--- src/rtl/ft601_rx_reader_if.sv ---
// FT601 receive-side pin bundle plus the downstream valid/ready stream.
// The reader itself is the master; the FT601 pins and the packet router together form the slave.
interface ft601_rx_reader_if #(
    parameter int WIDTH = 32
);
    logic [WIDTH-1:0]   usb_data;
    logic [WIDTH/8-1:0] usb_be;
    logic               usb_rx_empty;
    logic               usb_rden_l;
    logic               usb_outen_l;
    logic               m_valid;
    logic [WIDTH-1:0]   m_data;
    logic [WIDTH/8-1:0] m_be;
    logic               m_ready;

    modport master (
        input  usb_data, usb_be, usb_rx_empty, m_ready,
        output usb_rden_l, usb_outen_l, m_valid, m_data, m_be
    );

    modport slave (
        output usb_data, usb_be, usb_rx_empty, m_ready,
        input  usb_rden_l, usb_outen_l, m_valid, m_data, m_be
    );
endinterface

--- src/rtl/ft601_rx_reader.sv ---
// FT601 245-sync-FIFO burst read master.
// Captured words go into a small first-word-fall-through buffer that feeds a valid/ready stream.
module ft601_rx_reader #(
    parameter int WIDTH     = 32,
    parameter int DEPTH     = 8,
    parameter int MAX_BURST = 64
) (
    input  logic                     clk,
    input  logic                     rst_l,
    ft601_rx_reader_if.master        bus,
    output logic                     rd_active,
    output logic [31:0]              word_count
);
    localparam int BE_W    = WIDTH / 8;
    localparam int ENTRY_W = WIDTH + BE_W;
    localparam int AW      = $clog2(DEPTH);
    localparam int CW      = $clog2(DEPTH + 1);
    localparam int BW      = $clog2(MAX_BURST + 1);

    typedef enum logic [1:0] {
        IDLE,
        TURNAROUND,
        READ,
        RELEASE
    } state_t;

    state_t state, next_state;

    logic [ENTRY_W-1:0] mem [DEPTH];
    logic [AW-1:0]      wr_ptr, rd_ptr;
    logic [CW-1:0]      count, count_next;
    logic [BW-1:0]      burst_cnt;
    logic               push, pop, burst_done, full_next;

    // The bus is only sampled in READ, where rden_l is already low.
    assign push       = (state == READ) && !bus.usb_rx_empty;
    assign pop        = bus.m_valid && bus.m_ready;
    assign count_next = count + CW'(push) - CW'(pop);
    assign burst_done = (burst_cnt + BW'(push)) == BW'(MAX_BURST);
    assign full_next  = (count_next == CW'(DEPTH));

    // NOTE: every combinational output gets a default first so no path leaves it unassigned (no latch).
    always_comb begin
        next_state = state;
        case (state)
            IDLE:       if (!bus.usb_rx_empty && count <= CW'(DEPTH - 2)) next_state = TURNAROUND;
            TURNAROUND: next_state = READ;
            READ:       if (bus.usb_rx_empty || burst_done || full_next) next_state = RELEASE;
            RELEASE:    next_state = IDLE;
            default:    next_state = IDLE;
        endcase
    end

    // NOTE: sequential state uses non-blocking assignments so every register samples pre-edge values.
    always_ff @(posedge clk or negedge rst_l) begin
        if (!rst_l) begin
            state           <= IDLE;
            bus.usb_rden_l  <= 1'b1;
            bus.usb_outen_l <= 1'b1;
            burst_cnt       <= '0;
            word_count      <= '0;
            count           <= '0;
            wr_ptr          <= '0;
            rd_ptr          <= '0;
        end else begin
            state           <= next_state;
            // Pin strobes are registered decodes of the state being entered.
            bus.usb_rden_l  <= (next_state != READ);
            bus.usb_outen_l <= !((next_state == TURNAROUND) || (next_state == READ));
            if (state == TURNAROUND)
                burst_cnt <= '0;
            else if (push)
                burst_cnt <= burst_cnt + BW'(1);
            if (push) begin
                word_count <= word_count + 32'd1;
                wr_ptr     <= wr_ptr + AW'(1);
            end
            if (pop)
                rd_ptr <= rd_ptr + AW'(1);
            count <= count_next;
        end
    end

    // NOTE: storage is deliberately not reset; count gates m_valid, so stale entries are never seen.
    always_ff @(posedge clk) begin
        if (push)
            mem[wr_ptr] <= {bus.usb_be, bus.usb_data};
    end

    assign {bus.m_be, bus.m_data} = mem[rd_ptr];
    assign bus.m_valid            = (count != '0);
    assign rd_active              = (state == TURNAROUND) || (state == READ);

    // READ is left before the buffer can fill, so a capture into a full buffer is a design bug.
    a_no_overflow: assert property (@(posedge clk) disable iff (!rst_l)
        !(push && count == CW'(DEPTH)));
endmodule

--- src/flat_wrapper.sv ---
// flat-port wrapper written by rule: the top's interface ports become plain ports
module ft601_rx_reader_flat 
#(
    parameter int WIDTH     = 32,
    parameter int DEPTH     = 8,
    parameter int MAX_BURST = 64
)
  (clk, rst_l, rd_active, word_count, bus_usb_data, bus_usb_be, bus_usb_rx_empty, bus_m_ready, bus_usb_rden_l, bus_usb_outen_l, bus_m_valid, bus_m_data, bus_m_be);
  ft601_rx_reader_if #(.WIDTH(WIDTH)) bus_i ();
  input  logic clk;
  input  logic rst_l;
  output logic rd_active;
  output logic [31:0] word_count;
  input wire logic [$bits(bus_i.usb_data)-1:0] bus_usb_data;
  input wire logic [$bits(bus_i.usb_be)-1:0] bus_usb_be;
  input wire logic [$bits(bus_i.usb_rx_empty)-1:0] bus_usb_rx_empty;
  input wire logic [$bits(bus_i.m_ready)-1:0] bus_m_ready;
  output wire logic [$bits(bus_i.usb_rden_l)-1:0] bus_usb_rden_l;
  output wire logic [$bits(bus_i.usb_outen_l)-1:0] bus_usb_outen_l;
  output wire logic [$bits(bus_i.m_valid)-1:0] bus_m_valid;
  output wire logic [$bits(bus_i.m_data)-1:0] bus_m_data;
  output wire logic [$bits(bus_i.m_be)-1:0] bus_m_be;
  assign bus_i.usb_data = bus_usb_data;
  assign bus_i.usb_be = bus_usb_be;
  assign bus_i.usb_rx_empty = bus_usb_rx_empty;
  assign bus_i.m_ready = bus_m_ready;
  assign bus_usb_rden_l = bus_i.usb_rden_l;
  assign bus_usb_outen_l = bus_i.usb_outen_l;
  assign bus_m_valid = bus_i.m_valid;
  assign bus_m_data = bus_i.m_data;
  assign bus_m_be = bus_i.m_be;
  ft601_rx_reader #(.WIDTH(WIDTH), .DEPTH(DEPTH), .MAX_BURST(MAX_BURST)) u_core (.clk(clk), .rst_l(rst_l), .bus(bus_i), .rd_active(rd_active), .word_count(word_count));
endmodule
--- config.mk ---
export PLATFORM = sky130hd
export DESIGN_NAME = ft601_rx_reader_flat
export DESIGN_NICKNAME = d
export VERILOG_FILES = /design/src/rtl/ft601_rx_reader_if.sv /design/src/rtl/ft601_rx_reader.sv /design/src/flat_wrapper.sv
export SDC_FILE = /design/constraint.sdc
export NUM_CORES = 1
export LEC_CHECK = 0
export ABC_AREA = 1
export CAP_MARGIN = 20
export CELL_PAD_IN_SITES_DETAIL_PLACEMENT = 1
export CELL_PAD_IN_SITES_GLOBAL_PLACEMENT = 2
export CORE_UTILIZATION = 30
export CTS_CLUSTER_SIZE = 10
export DETAILED_ROUTE_END_ITERATION = 16
export PLACE_DENSITY_LB_ADDON = 0.2
export RECOVER_POWER = 50
export SLEW_MARGIN = 20
export SYNTH_ARGS = -nofsm -noshare
export SYNTH_HDL_FRONTEND = slang
export SYNTH_SLANG_ARGS = --single-unit
--- constraint.sdc ---
create_clock -name clk -period 9.1 [get_ports clk]
set_input_delay 1.82 -clock clk [delete_from_list [all_inputs] [get_ports clk]]
set_output_delay 1.82 -clock clk [all_outputs]
set_load 0.02 [all_outputs]
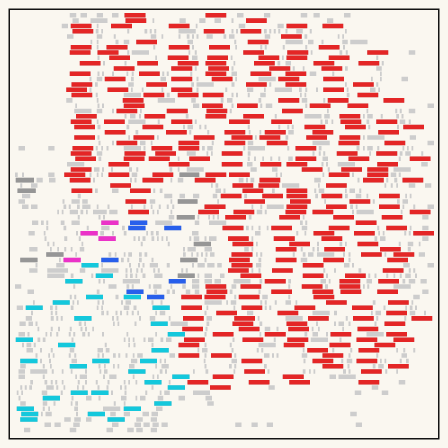
Fig. 1. Sequential cells colored by netlist name.
- u_core.mem: red (placed flops 288; where all over the die)
- u_core.count: magenta (placed flops 4; where left middle)
- u_core.word_count: cyan (placed flops 32; where bottom left)
- u_core.burst_cnt: blue (placed flops 7)

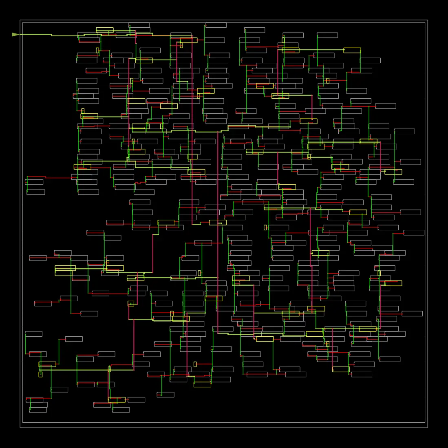
Fig. 2. Clock nets.
flop count: 341
CTS buffer count: 41

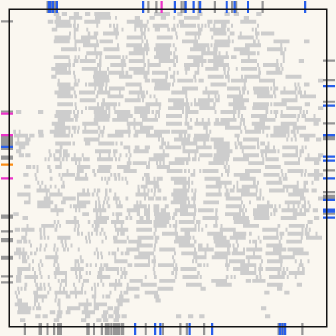
Fig. 3. I/O pins on the die edge.
Pins as bars across the die edge, other pins in gray.
- bus_usb_rx_empty: orange (pins 1; direction input; edge left)
- bus_m_be: magenta (pins 4; direction output; edge 3 left, 1 top)
- bus_usb_data: blue (pins 32; direction input; edge 13 top, 10 right, 8 bottom, 1 left)
- all pins by edge: 40 bottom, 27 top, 24 left, 21 right

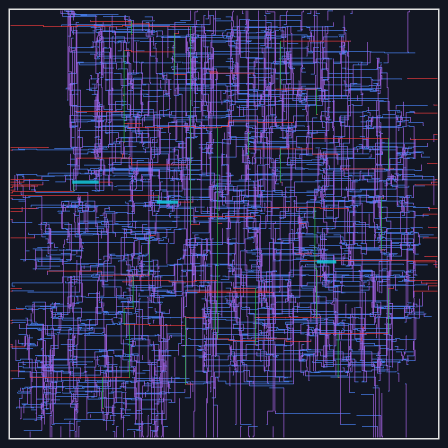
Fig. 4. Wiring by layer.
- M2: purple (wire length 17,700 um)
- M3: red (wire length 1,520 um)
- M5: cyan (wire length 29.4 um)
- M4: green (wire length 669 um)
- M1: blue (wire length 16,200 um)

==> Table 3: Implementation characteristics <==
Physical design parameters

Parameter                              Value

Final timing
  Max-slew violation total from the final report .................. 54
  Ratio of final minimum period to clock period .................. 64.7%
  Fin Clk Skew .................. 0.0136 ns
  Final-report setup violation count .................. 0
  Relative slew margins .................. -109%
  Final hold slack .................. 0.494 ns
  Smallest setup slack after layout .................. 3.21 ns
  Unrepaired setup endpoints after global routing .................. false
  Actual transition at the worst max-transition pin .................. 3.14 ns
  Timing-limited maximum frequency .................. 0.170 GHz
  Aggregate negative setup slack .................. 0 ns

Power and ir drop
  Relative contribution of combinational cells to total power .................. 33.8%
  Fraction of power consumed by sequential logic .................. 38.1%
  Total sequential power .................. 2.04 mW
  Pleak .................. 6.00 nW
  Combinational group power .................. 1.81 mW
  Share of power burned in the clock network .................. 28.0%
  Clock network power consumption .................. 1.50 mW
  Top power group .................. registers
  Max rail drop VDD .................. 0.000161 V
  Cell-internal power .................. 3.44 mW
  Pwr dens .................. 315 nW/um2

CTS
  H-tree levels .................. 2
  Clock-pin slew on the worst setup and hold paths .................. 0.05 ns
  Number of gates resized after CTS .................. 0
  Clock root cell .................. sky130_fd_sc_hd__clkbuf_16
  Number of post-CTS setup repair buffers .................. 0
  Clock tree from TritonCTS .................. built
  Worst-skew pair later-pin latency .................. 0.55 ns
  Clk sink count .................. 341
  Maximum clock path buffer count .................. 3

Synthesis
  Top-area cell type share of the netlist area .................. 61.2%
  Synthesized area per cell .................. 11.9 um2
  Top cell type by total area after synthesis .................. sky130_fd_sc_hd__edfxtp_1
  Count of flip-flops with a built-in enable after synthesis .................. 288
  Most frequent cell after synthesis .................. sky130_fd_sc_hd__edfxtp_1
  Main area contributors .................. sky130_fd_sc_hd__edfxtp_1, sky130_fd_sc_hd__dfrtp_1, sky130_fd_sc_hd__nor2_1
  Async S/R FF share, synth .................. 15.5%
  Post-synthesis cell area .................. 14,100 um2
  Share of synthesized area occupied by flip-flops and latches .................. 70.7%
  Synthesized registers .................. 341
  Unique cell type count in the Yosys netlist .................. 33
  Cell count in the Yosys report .................. 1,188
  Chip area in the Yosys report .................. 14,100 um2
  Most frequent cells after synthesis .................. sky130_fd_sc_hd__edfxtp_1, sky130_fd_sc_hd__nor2_1, sky130_fd_sc_hd__nand2_1
  Number of nets at floorplan .................. 1,245
  Yosys warning tally .................. 0
  Number of instances in the synthesized netlist .................. 1,188

Outcome
  Result of the run .................. finished with violations
  Violated checks .................. capacitance limit, slew limit

Drt
  # DRC .................. 0
  Wirelength per Cell .................. 18.7 um
  Number of detailed-route iterations in the first pass .................. 4
  Via density per instance .................. 4.79
  Violation tally from detailed-route iteration zero .................. 365
  Via count .................. 9,248

Layout
  Nets@finish .................. 1,357
  Multi-In Gates .................. 745
  Fraction of area in clock buffers and inverters .................. 7.05%
  Max reg flops .................. 288
  Biggest regs .................. u_core.mem x288, u_core.word_count x32, u_core.burst_cnt x7
  Dominant kind of cell by area .................. sequential cells
  Total inserted antenna cells .................. 0
  Fraction of final layout cells with drive strength greater than 1 .................. 6.43%
  CLK BUF .................. 61
  Biggest register .................. u_core.mem
  Portion of the layout cell area used by non-clock buffers .................. 7.04%
  Highest-count cells in the layout ignoring fill and taps .................. sky130_fd_sc_hd__edfxtp_1, sky130_fd_sc_hd__nor2_1, sky130_fd_sc_hd__nand2_1
  Fraction of standard cell area that is sequential .................. 58.6%
  Most frequently placed logic cell in the final layout .................. sky130_fd_sc_hd__edfxtp_1
  Post-Layout Inst Area .................. 17,000 um2
  Invs w/o clock .................. 47
  Combinational fraction of the cell area .................. 21.8%
  Seq. cell area .................. 9990 um2
  Area growth from synthesis to final layout .................. 20.7%
  Number of fillers in the final layout .................. 5,010

Setup path
  Worst R2R Setup Slack .................. 5.22 ns
  Endpoint type of the worst setup path .................. output pin
  Worst Reg-to-Reg Cells .................. 7
  Required time at the worst-slack endpoint .................. 7.28 ns
  Critical path arrival .................. 4.07 ns
  Origin of the critical flop-to-flop path .................. u_core.state[0]$_DFF_PN0_
  Capture instance of the worst register-to-register path .................. u_core.mem[5][10]$_DFFE_PP_
  Startpoint-to-endpoint class of the critical path .................. flip-flop to output pin
  Critical path launch point type .................. flip-flop

Global routing
  Largest net degree at the start of global routing .................. 87
  Global-route usage over all layers .................. 15.4%
  Via count of the first global-routing pass .................. 9,771
  Number of antenna violations at the first check in global routing .................. 5
  First-pass GRT wire length .................. 55,800 um
  GR Overflow Total .................. 0

Place
  Area after detailed placement .................. 15,900 um2
  Final weighted congestion in routability-driven placement .................. 0.717
  Setup Slack @ Placement .................. 3.69 ns
  Number of buffers inserted by port buffering .................. 111

Hold path
  Hold Path Stages .................. 2
  Kind of path behind the tightest hold check .................. flip-flop to flip-flop
  Hold Path End .................. u_core.word_count[31]$_DFFE_PN0N_
  Startpoint of the most critical hold path .................. u_core.word_count[31]$_DFFE_PN0N_

Run
  Count of warning messages emitted by the tools .................. 29
  Max Cap Viol .................. 1

Floorplanning
  Die Y .................. 219 um
  Horizontal die dimension .................. 219 um
  Die footprint .................. 47,900 um2
  Total number of placement rows .................. 79
  Core area .................. 46,500 um2
  Number of ports placed on the die boundary .................. 112
  TAP cells .................. 607
through the flow:
stage	cells	utilization (%)
after floorplan	1188	-
after global placement	1864	34.3
after detailed placement	1864	34.3
after CTS	1929	36.9
after global routing	1929	36.7
final	1929	36.7
per-layer routing:
metal	global-route usage [%]	vias to the layer above	routed length, um
met5	0	-	29
met4	3.96	6	669
met3	3.55	59	1520
met2	26.7	129	17700
met1	19.3	4682	16200
li1	-	4372	-
worst max-delay path, stage by stage (launching register included):
cell and delay [ns]:
sky130_fd_sc_hd__dfrtp_4 0.77, sky130_fd_sc_hd__inv_4 0.60, sky130_fd_sc_hd__buf_4 0.86, sky130_fd_sc_hd__nor2_1 0.08, sky130_fd_sc_hd__o32ai_1 0.28, sky130_fd_sc_hd__nand2_1 0.10, sky130_fd_sc_hd__nand2_1 0.13, sky130_fd_sc_hd__clkdlybuf4s50_1 0.61
how the worst max path moves through the flow:
stage / from / endpoint / cells past startpoint
floorplan: bus_usb_rx_empty / u_core.mem[0][0]$_DFFE_PP_ / 4
global placement: u_core.rd_ptr[0]$_DFFE_PN0P_ / bus_m_data[1] / 7
detailed placement: u_core.rd_ptr[0]$_DFFE_PN0P_ / bus_m_data[1] / 7
CTS: u_core.rd_ptr[0]$_DFFE_PN0P_ / bus_m_data[1] / 7
global route: u_core.rd_ptr[0]$_DFFE_PN0P_ / bus_m_data[11] / 7
finish: u_core.rd_ptr[0]$_DFFE_PN0P_ / bus_m_data[24] / 7
logic make-up after synthesis:
family                   Yosys count  share of synthesized area [%]
buffers and inverters            102                           2.88
AND-OR/OR-AND                    164                           7.74
flip-flops                       341                           70.7
adder cells (fa/ha/maj)           17                           1.56
XOR/XNOR                          25                           1.55
AND/OR/NAND/NOR                  539                           15.6
No activity file was given, so power comes from the tool's default toggle rates.
